Port wiring:
Scale bar: 20 um.
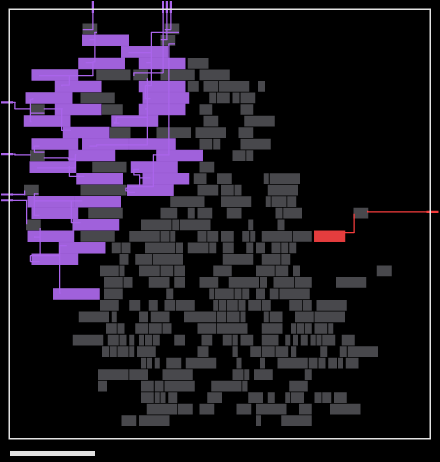
Supply network:
Scale bar: 20 um. Pins as bars on the die edge.
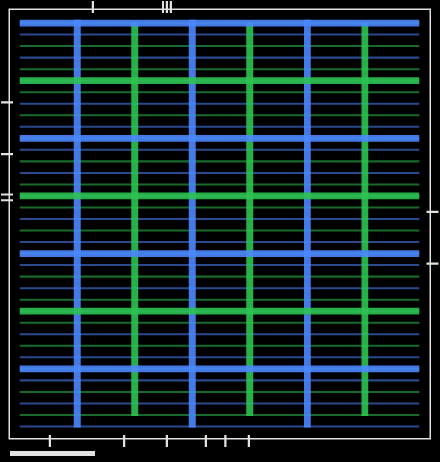
--- config.mk ---
export PLATFORM = sky130hd
export DESIGN_NAME = cnn_uart_tx
export DESIGN_NICKNAME = d
export VERILOG_FILES = /design/src/rtl/cnn_uart_tx.sv
export SDC_FILE = /design/constraint.sdc
export NUM_CORES = 1
export LEC_CHECK = 0
export CAP_MARGIN = 30
export CORE_AREA = 2 2 97 99
export DETAILED_ROUTE_END_ITERATION = 6
export DIE_AREA = 0 0 99 101
export SLEW_MARGIN = 20
export SYNTH_ARGS = -nofsm -noshare
export SYNTH_HDL_FRONTEND = slang
export SYNTH_SLANG_ARGS = --single-unit
--- constraint.sdc ---
create_clock -name clk -period 3.04 [get_ports clk]
set_clock_uncertainty 0.05 [all_clocks]
set_input_delay 0.608 -clock clk [delete_from_list [all_inputs] [get_ports clk]]
set_output_delay 0.608 -clock clk [all_outputs]
set_load 0.005 [all_outputs]
--- src/rtl/cnn_uart_tx.sv ---
// Result-byte transmitter: small FIFO feeding an 8N1 UART serialiser.
// tx_done pulses once at the end of every stop bit so cnn_core can hand over the next result.
module cnn_uart_tx #(
    parameter int unsigned BAUD_DIV   = 434,
    parameter int unsigned FIFO_DEPTH = 4
) (
    input  logic       clk,
    input  logic       rst,
    input  logic       trmt,
    input  logic [7:0] tx_data,
    output logic       TX,
    output logic       tx_done,
    output logic       bsy,
    output logic       fifo_full,
    output logic       ovf
);

    localparam int unsigned BAUD_W = (BAUD_DIV > 1) ? $clog2(BAUD_DIV) : 1;
    localparam int unsigned PTR_W  = (FIFO_DEPTH > 1) ? $clog2(FIFO_DEPTH) : 1;
    localparam int unsigned CNT_W  = $clog2(FIFO_DEPTH + 1);

    typedef enum logic [1:0] {
        S_IDLE,
        S_START,
        S_DATA,
        S_STOP
    } state_t;

    state_t            r_state;
    state_t            w_state_nxt;
    logic [BAUD_W-1:0] r_baud_cnt;
    logic [BAUD_W-1:0] w_baud_nxt;
    logic [2:0]        r_bit_cnt;
    logic [2:0]        w_bit_nxt;
    logic [7:0]        r_shift;
    logic [7:0]        w_shift_nxt;
    logic              r_tx;
    logic              w_tx_nxt;
    logic              r_done;
    logic              w_done_nxt;
    logic              r_bsy;
    logic              r_full;
    logic              r_ovf;

    logic [7:0]        r_mem [FIFO_DEPTH];
    logic [PTR_W-1:0]  r_wr_ptr;
    logic [PTR_W-1:0]  r_rd_ptr;
    logic [CNT_W-1:0]  r_count;
    logic [CNT_W-1:0]  w_count_nxt;
    logic              w_nonempty;
    logic              w_is_full;
    logic              w_pop;
    logic              w_push;
    logic              w_drop;
    logic              w_baud_end;
    logic [7:0]        w_head;

    assign w_nonempty  = (r_count != '0);
    assign w_is_full   = (r_count == CNT_W'(FIFO_DEPTH));
    // A full FIFO still accepts a byte when the FSM pops in the same cycle.
    assign w_push      = trmt && (!w_is_full || w_pop);
    assign w_drop      = trmt && w_is_full && !w_pop;
    assign w_count_nxt = r_count + CNT_W'(w_push) - CNT_W'(w_pop);
    assign w_head      = r_mem[r_rd_ptr];
    assign w_baud_end  = (r_baud_cnt == BAUD_W'(BAUD_DIV - 1));

    always_ff @(posedge clk) begin
        if (w_push) begin
            r_mem[r_wr_ptr] <= tx_data;
        end
    end

    always_ff @(posedge clk) begin
        if (rst) begin
            r_state    <= S_IDLE;
            r_baud_cnt <= '0;
            r_bit_cnt  <= '0;
            r_shift    <= '0;
            r_tx       <= 1'b1;
            r_done     <= 1'b0;
            r_bsy      <= 1'b0;
            r_full     <= 1'b0;
            r_ovf      <= 1'b0;
            r_wr_ptr   <= '0;
            r_rd_ptr   <= '0;
            r_count    <= '0;
        end else begin
            r_state    <= w_state_nxt;
            r_baud_cnt <= w_baud_nxt;
            r_bit_cnt  <= w_bit_nxt;
            r_shift    <= w_shift_nxt;
            r_tx       <= w_tx_nxt;
            r_done     <= w_done_nxt;
            r_bsy      <= (r_state != S_IDLE) || w_nonempty;
            r_full     <= (w_count_nxt == CNT_W'(FIFO_DEPTH));
            r_ovf      <= r_ovf || w_drop;
            r_count    <= w_count_nxt;
            if (w_push) begin
                r_wr_ptr <= r_wr_ptr + PTR_W'(1);
            end
            if (w_pop) begin
                r_rd_ptr <= r_rd_ptr + PTR_W'(1);
            end
        end
    end

    // Frame sequencer; the line value is registered one cycle behind the state.
    always_comb begin
        w_state_nxt = r_state;
        w_baud_nxt  = r_baud_cnt;
        w_bit_nxt   = r_bit_cnt;
        w_shift_nxt = r_shift;
        w_pop       = 1'b0;
        w_done_nxt  = 1'b0;
        w_tx_nxt    = 1'b1;
        case (r_state)
            S_IDLE: begin
                if (w_nonempty) begin
                    w_pop       = 1'b1;
                    w_shift_nxt = w_head;
                    w_baud_nxt  = '0;
                    w_state_nxt = S_START;
                end
            end
            S_START: begin
                w_tx_nxt = 1'b0;
                if (w_baud_end) begin
                    w_baud_nxt  = '0;
                    w_bit_nxt   = '0;
                    w_state_nxt = S_DATA;
                end else begin
                    w_baud_nxt = r_baud_cnt + BAUD_W'(1);
                end
            end
            S_DATA: begin
                w_tx_nxt = r_shift[0];
                if (w_baud_end) begin
                    w_baud_nxt  = '0;
                    w_shift_nxt = {1'b0, r_shift[7:1]};
                    if (r_bit_cnt == 3'd7) begin
                        w_state_nxt = S_STOP;
                    end else begin
                        w_bit_nxt = r_bit_cnt + 3'd1;
                    end
                end else begin
                    w_baud_nxt = r_baud_cnt + BAUD_W'(1);
                end
            end
            S_STOP: begin
                if (w_baud_end) begin
                    w_done_nxt = 1'b1;
                    w_baud_nxt = '0;
                    if (w_nonempty) begin
                        w_pop       = 1'b1;
                        w_shift_nxt = w_head;
                        w_state_nxt = S_START;
                    end else begin
                        w_state_nxt = S_IDLE;
                    end
                end else begin
                    w_baud_nxt = r_baud_cnt + BAUD_W'(1);
                end
            end
            default: begin
                w_state_nxt = S_IDLE;
            end
        endcase
    end

    assign TX        = r_tx;
    assign tx_done   = r_done;
    assign bsy       = r_bsy;
    assign fifo_full = r_full;
    assign ovf       = r_ovf;

endmodule
==> GITHUB_STEP_SUMMARY <==
### Flow metrics

| Metric | Value |
|---|---|
| Final hold vios | 0 |
| Chip Area | 9999 sq um |
| Setup_tns | 0 ps |
| Total Wirelength | 5.484 mm |
| Final setup viols | 0 |
| Worst r2r src | r_baud_cnt[1] |
| Most used cell, CP | ha_1 |
| Ys flops | 68 |
| Initial antenna violation count | 0 |
| Mapped cell area | 3058 sq um |
| Met2 WL post-DR | 2.597 mm |
| Final nets | 300 |
| Worst path top cell family by delay | adder cells |
| H-tree levels | 3 |
| Gr usage total | 0.1168 |
| Clk Latency, worst-skew pair | 340 ps |
| GR peak layer | met2 |
| Cts bufs inserted | 9 |
| Post-synth cell types | 45 |
| GPL Wtd Cong | 0.8131 |
| Pin count of the biggest net entering global routing | 17 |
| Via Count | 1998 |
| Critical Path AT | 3030 ps |
| Critical Path RT | 3240 ps |
| GR Util met3 | 0.02843 |
| Relative slew slack | 0.5275 |
| Cell area power density | 870.5 nW/um^2 |
| WHS Endpoint | r_bit_cnt[1] |
| First-pass GRT wire length | 9.121 mm |
| Avg Synthesized Cell Area | 12.23 sq um |
| Setup slack after layout | 214.0 ps |
| Post-place setup slack | -18.94 ps |
| Post-layout period usage | 0.9296 |
| Worst-path fanout max | 6 |
| FF-to-FF End | fifo_full |
| R2R Setup Slk | 210 ps |
| Unrepaired setup endpoints after global routing | no |
| GR Layer Usage met1 | 0.1513 |
| Met3 WL | 221 um |
| Final Critical Period | 2826 ps |
| CTS Buffer Depth | 2 |
| Achievable Freq | 353.9 MHz |
| Crit path kind | reg2reg |
| HPWL Detailed | 3.776 mm |
| Fin util | 0.3968 |
| Worst Path Buf+Inv | 2 |
| Vias in the first global route | 1895 |
| Critical Path, Cell by Cell | inv_1, ha_1, and4b_2, a31oi_2, nor3_1, ha_1, inv_1, ha_1, fa_1, xnor2_1, xnor2_1, nor4_1 |
| Top FF cell, synth | dfxtp_1 |
| CP Depth | 12 |
| Outcome | finished, final reports clean |
| Worst-Margin Slew | 702.3 ps |
| Number of max-cap violations | 0 |
| CP max stage cell | dfxtp_1 |
| Hold Path Stages | 2 |
| Reg2Reg Depth | 12 |
| Register area share after synthesis | 0.5499 |
| Clock Sink Count | 68 |
| YS warnings | 0 |
| Floorplan Utilization | 0.3406 |
| Ant diodes | 0 |
| EDFF count, synth | 32 |
| Tally of OpenROAD warnings | 34 |
| Drt drc | 0 |
| Share of layout cells above drive strength 1 | 0.1583 |
| CP Capture Type | register |
| Setup crit start | r_baud_cnt[1] |
| Min-delay src | r_bit_cnt[1] |
| Setup crit end | fifo_full |
| Met2 Use GR | 0.1856 |
| CP max stage delay | 450 ps |
| Post-DR wirelength/cell | 14.10 um |
| Yosys stat chip area | 3058 sq um |
| Wl on met1 | 2.573 mm |
| # fillers | 844 |
| CTS tree | yes |
| Setup bufs post-CTS | 0 |
| Synth async-reset ratio | 0 |
| Row Count | 35 |
| Crit path launch type | register |
| Grt ovf | 0 |
| Final ANT Viol Nets | 0 |
| Ys cells | 250 |
| Syn-to-layout area delta | 16.49% |
| Vias/cell | 5.136 |
| 1st-iter DRT viols | 78 |
| Hold Path Class | reg2reg |
| Synthesized Nets | 277 |
| Clock edge transition at the registers on the reported setup and hold paths | 80 ps |
| Root buffer cell | clkbuf_8 |
| Cells after synthesis | 250 |
| Pleak | 1.263 nW |
| Highest Signal Layer | met4 |
| Slew Limit Fails | 0 |
| Router iterations before antenna repair | 4 |
## Picture notes: 'port wiring'
TX -> red  # direction output, edge right, end cells 1, wire 21.1 um
tx_data -> purple  # direction input, edge 4 left, 4 top, end cells 32, wire 335 um
I/O pin count: 16
port buffer count: 15

## Picture notes: 'supply network'
VDD -> green
VSS -> blue
met4 straps = 6
rows = 35
met5 straps = 7
signal pins = 16
met1 rails = 36
Worst VDD drop: 0.3041 mV
Core Box Area: 8977 sq um
Die Height: 101 um
die boundary width: 99 um

==> logic make-up after synthesis <==
kind of cell	count (synthesis)	synth area share
multiplexers	18	0.09206
XOR/XNOR	2	0.005729
AND-OR/OR-AND	55	0.1289
AND/OR/NAND/NOR	66	0.1207
adder cells (fa/ha/maj)	16	0.06792
buffers and inverters	25	0.03478
flip-flops	68	0.5499
==> layout make-up <==
type / count / area [sq um] / share of cell area
clock buffer: 9 / 123.9 / 0.03477
clock inverter: 7 / 83.83 / 0.02353
inverter: 14 / 52.55 / 0.01475
multi-input combinational: 157 / 1270 / 0.3565
sequential: 68 / 1683 / 0.4724
tap: 111 / 138.9 / 0.03899
timing repair buffer: 23 / 210.2 / 0.05901
==> where the power goes <==
part	leakage [nW]	internal (mW)	total, mW	switching [mW]
Clock	0.102	0.393	0.778	0.385
Sequential	0.588	1.11	1.22	0.110
Combinational	0.572	0.504	1.10	0.597
==> sequential cells by signal, indices dropped and copies added, names as in the netlist, named ones only <==
register / count
TX: 1
bsy: 1
fifo_full: 1
ovf: 1
r_baud_cnt: 9
r_bit_cnt: 3
r_count: 3
r_mem: 32
r_rd_ptr: 2
r_shift: 8
r_state: 2
r_wr_ptr: 2
tx_done: 1
==> cells in the final DEF, fill, tap and decap left out, types with 2 or more instances in the layout <==
cell             netlist  layout
ha_1                  15      15
a41oi_1                2       2
nand2b_1               8       8
edfxtp_1              32      32
inv_6                  0       2
buf_4                  0       8
nor3_1                 5       5
o211ai_1               3       3
nand4_1                2       2
nand2_1                9       9
nor2_1                12      12
and3_1                 2       2
clkdlybuf4s50_1        0      15
mux2i_1                9       9
nor2b_1                4       4
a31o_2                 2       2
nor4_1                 3       3
clkbuf_8               0       9
mux4_2                 8       8
nand3_1                9       9
a311oi_1              14      14
and2_1                 5       5
dfxtp_1               36      35
clkinv_4               0       2
inv_1                 14      14
o21ai_0                4       4
a21oi_1               20      20
xnor2_1                2       2
==> synthesized netlist by cell type, types with 4 or more instances <==
library cell / count / share of area
a21oi_1: 20 / 0.033
a311oi_1: 14 / 0.040
and2_1: 5 / 0.010
buf_2: 4 / 0.0065
clkbuf_1: 6 / 0.0074
dfxtp_1: 36 / 0.24
edfxtp_1: 32 / 0.31
ha_1: 15 / 0.061
inv_1: 14 / 0.017
mux2i_1: 9 / 0.029
mux4_2: 8 / 0.059
nand2_1: 9 / 0.011
nand2b_1: 8 / 0.016
nand3_1: 9 / 0.015
nor2_1: 12 / 0.015
nor2b_1: 4 / 0.0082
nor3_1: 5 / 0.0082
o21ai_0: 4 / 0.0065
==> stage by stage <==
step | instances | hold WS (ps) | cell area, sq um | power [mW]
after floorplan | 250 | 399.8 | 3058 | 2.057
after global placement | 373 | 408.9 | 3353 | 2.329
after detailed placement | 373 | 421.1 | 3353 | 2.352
after CTS | 389 | 433.4 | 3561 | 3.132
after global routing | 389 | 454.1 | 3562 | 3.313
final | 389 | 430.3 | 3562 | 3.101
==> timing repair <==
| action | 4_1_cts | 5_1_grt |
|---|---|---|
| hold endpoints to repair | 0 | 0 |
| hold buffers | 0 | 0 |
| setup endpoints to repair | 0 | 1 |
| gates resized | 0 | 1 |
Power figures rest on the tool's default switching activity, not on a simulated workload.
